==> config.mk <==
export PLATFORM = sky130hd
export DESIGN_NAME = if_bus_arbiter
export DESIGN_NICKNAME = d
export VERILOG_FILES = /design/src/rtl/if_arb_pkg.sv /design/src/rtl/rr_pick_mask.sv /design/src/rtl/if_bus_arbiter.sv
export SDC_FILE = /design/constraint.sdc
export NUM_CORES = 1
export LEC_CHECK = 0
export CAP_MARGIN = 20
export CELL_PAD_IN_SITES_DETAIL_PLACEMENT = 1
export CELL_PAD_IN_SITES_GLOBAL_PLACEMENT = 2
export CORE_UTILIZATION = 25
export CTS_BUF_LIST = sky130_fd_sc_hd__clkbuf_4 sky130_fd_sc_hd__clkbuf_8
export DETAILED_ROUTE_END_ITERATION = 12
export HOLD_SLACK_MARGIN = 0.15
export PLACE_DENSITY = 0.95
export SETUP_SLACK_MARGIN = 0.15
export SLEW_MARGIN = 20
export SYNTH_ARGS = -nofsm -noshare
export SYNTH_HDL_FRONTEND = slang
export SYNTH_SLANG_ARGS = --single-unit
==> constraint.sdc <==
create_clock -name clk -period 3.3 [get_ports clk]
set_clock_uncertainty 0.15 [all_clocks]
set_input_delay 0.66 -clock clk [delete_from_list [all_inputs] [get_ports clk]]
set_output_delay 0.66 -clock clk [all_outputs]
set_load 0.02 [all_outputs]
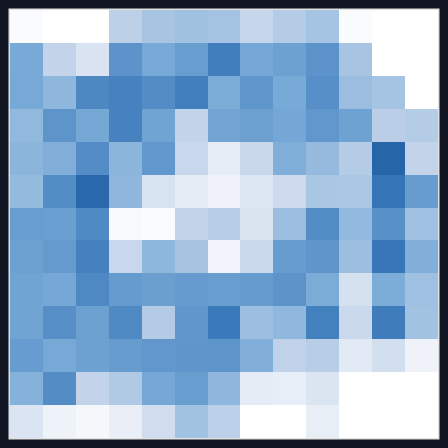
Figure 1: local utilization.
The die is cut into 13 by 13 equal tiles; white is low, dark blue is high, 0 to 100% covered.
fullest tile: 79%
nearly empty tiles: 8.9%
emptiest ninth of the die: lower right
tiles over 75% full: 1.2%
core utilization before placement: 26.1%
final core utilization: 43.1%

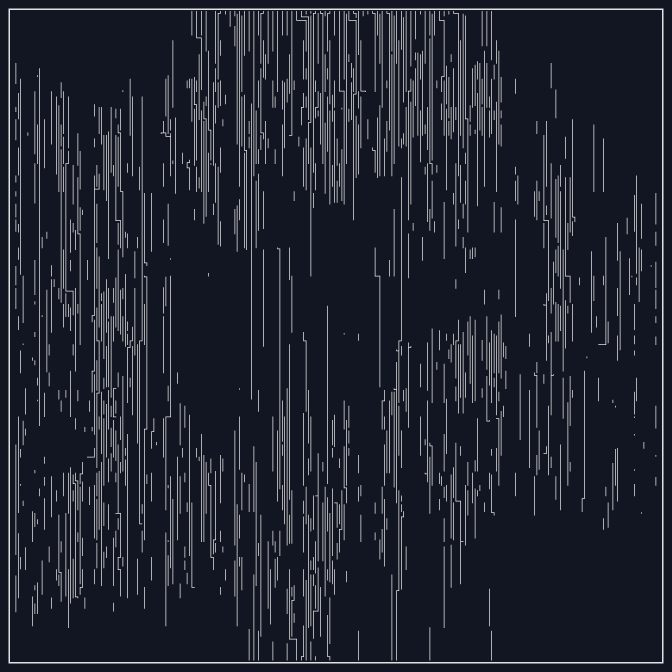
Figure 2: signal wires on met2.
main direction: vertical
share of all routed wire: 51%
via count: 3811
Total Wirelength: 14000 um

==> results.cfg <==
; generated from flow reports
[layout]
lay_top_count = clkdlybuf4s50_1
drive_gt1_share_pct = 21.7
seqCellArea_um2 = 1430
layout_top_cells = clkdlybuf4s50_1, nor2b_1, dfrtp_1
area_delta_synth_final_pct = 65.1
logic_area_um2 = 2320
n_fill_cell = 1631
nNetsFinal = 701
post-route-cell-area_um2 = 6360
n_antenna_cell = 0
largest_reg_flops = 32

[die]
die_area_um2 = 15900
die_h_um = 126
row_count = 44
die_x_um = 126
design.core.area_um2 = 14800
pin_count = 183

[grt]
grt_pass1_vias = 4045
track_usage_pct = 17.9
overflow = 0
antenna_found_initial = 0
grt_max_degree = 58
grt_pass1_wl_um = 22000

[power]
switching_share_pct = 47.2
peakVddDrop_mv = 0.412
p_clk_share_pct = 9.9
comb_power_share_pct = 71.9
p_leak_uw = 0.00242
netSwitchingPower_uw = 3040
power_frac_seq_pct = 18.2
internal_power_uw = 3400
powerDensity_nw_per_um2 = 1010

[clock_tree]
cts_sinks = 57
clk_pin_slew_ns = 0.07
root_buffer = clkbuf_8
clockBufferDepth = 2
cts_tree = built
cts_max_level = 3
clock_insertion_delay_worst_skew_ns = 0.35
cts_made_buffers = 9

[sta]
timing_hold_violations_final = 0
fmax_mhz = 332
relSlewSlack_pct = 39.2
setup_tns_ns = 0
finalSetupViolCount = 0
period_minus_slack_ns = 3.01
final-max-slew-violation-count = 0
worst_slew_pin_slew_ns = 0.906
post-route-period-util_pct = 91.2
rsz0062_at_grt = true

[synth]
numSynthFlops = 57
ys_cells = 375
synth_cells = 375
synth-main-ff-cell = dfrtp_1
synth_cell_types = 41
yosysWarnings = 0
postSynth.asyncResetShare_pct = 100
edf_count = 0
yosys_area_um2 = 3850
synth_nets = 515
postSynthAreaPerCell_um2 = 10.3
ys_seq_share_pct = 37.0
syn_area_um2 = 3850

[placed_design]
dp_hpwl_um = 10800
gp_congestion = 0.803
placed_area_um2 = 6080
io_buffer_count = 182

[detailed_routing]
first_pass_iters = 4
ant_nets = 0
drc = 0
drt_iter0_drc = 144
avgViaCountPerCell = 5.08
routedWlPerCell_um = 18.7

[setup_path]
cp-start-kind = input port
path_class = in -> reg
r2r_cells = 10
cp_data_arrival_time_ns = 3.09
cp-end-kind = flop
cp_data_required_time_ns = 3.38
crit_fanout = 40
r2r_setup_slack_ns = 0.46

[hold_path]
min_path_type = in -> async

[run]
tool_warnings = 28
maxCapViolations = 0

[run_status]
status = completed
cells in the mapped netlist (2+ instances only):
master / n / area (um2)
a21oi_1: 6 / 30.0
clkbuf_1: 16 / 60.1
inv_1: 3 / 11.3
nand2_1: 47 / 176
a221oi_1: 32 / 280
nor2b_1: 66 / 413
buf_4: 5 / 37.5
o31ai_2: 30 / 375
o21a_1: 3 / 22.5
nor3_1: 4 / 20.0
ha_1: 5 / 62.6
dfrtp_1: 57 / 1430
nor3b_1: 2 / 15.0
nor4_1: 2 / 12.5
a22o_1: 4 / 35.0
a2111oi_2: 30 / 450
and2_1: 4 / 25.0
a2111oi_0: 2 / 17.5
o31ai_1: 3 / 22.5
xor2_1: 3 / 26.3
o21ai_0: 5 / 25.0
and3_1: 5 / 31.3
a32o_1: 2 / 20.0
nor2_1: 10 / 37.5
buf_1: 2 / 7.51
buf_6: 4 / 45.0
buf_2: 9 / 45.0
kinds of logic (layout without fill, tap and decap cells):
group                    after synthesis  count (layout)  synth area share, %
AND-OR/OR-AND                        121             121                 34.1
buffers and inverters                 39             230                 5.36
flip-flops                            57              57                 37.0
multiplexers                           1               1                0.390
AND/OR/NAND/NOR                      148             148                 20.6
adder cells (fa/ha/maj)                5               5                 1.62
XOR/XNOR                               4               4                0.910
power by group through the flow:
stage                     Clock [uW]  Sequential (uW)  Combinational (uW)
final                            637             1170                4640
after global routing             691             1220                5000
after CTS                        657             1180                4560
after detailed placement           0             1190                4540
after global placement             0             1170                4380
after floorplan                    0             1400                2610
repair_timing:
item	in CTS	in global routing
gates resized	0	15
hold buffers	0	0
endpoints found under the setup margin	0	21
buffers inserted	0	0
metal layers:
layer	part of all wire (%)	vias up	global-route usage, %
met4	1.5	0	6.31
met5	0	-	0
li1	-	1800	-
met2	51	134	32.1
met1	41	1859	19.9
met3	6.9	18	5.48
through the flow:
| step | setup WS (ns) | hold WS, ns | cells | power [uW] |
|---|---|---|---|---|
| final | 0.292 | 0.322 | 750 | 6440 |
| after floorplan | 0.398 | 0.214 | 375 | 4010 |
| after global routing | 0.121 | 0.369 | 750 | 6910 |
| after detailed placement | -0.189 | 0.323 | 733 | 5720 |
| after global placement | -0.0352 | 0.319 | 733 | 5540 |
| after CTS | 0.172 | 0.342 | 749 | 6390 |
critical path: stages:
cell             delay, ns
clkdlybuf4s50_1       0.53
nand2_1               0.08
a21oi_1               0.16
nor2_1                0.05
a211oi_1              0.20
a21oi_1               0.09
ha_4                  0.47
buf_12                0.25
nor2b_1               0.08
a221oi_1              0.36
o31ai_2               0.11
final cells by class:
| class | count | share of cell area [%] |
|---|---|---|
| clock buffer | 11 | 2.38 |
| clock inverter | 5 | 0.610 |
| inverter | 3 | 0.177 |
| multi-input combinational | 279 | 36.6 |
| sequential | 57 | 22.4 |
| tap | 184 | 3.62 |
| timing repair buffer | 211 | 34.2 |
Power is estimated from default activity; no workload was simulated.
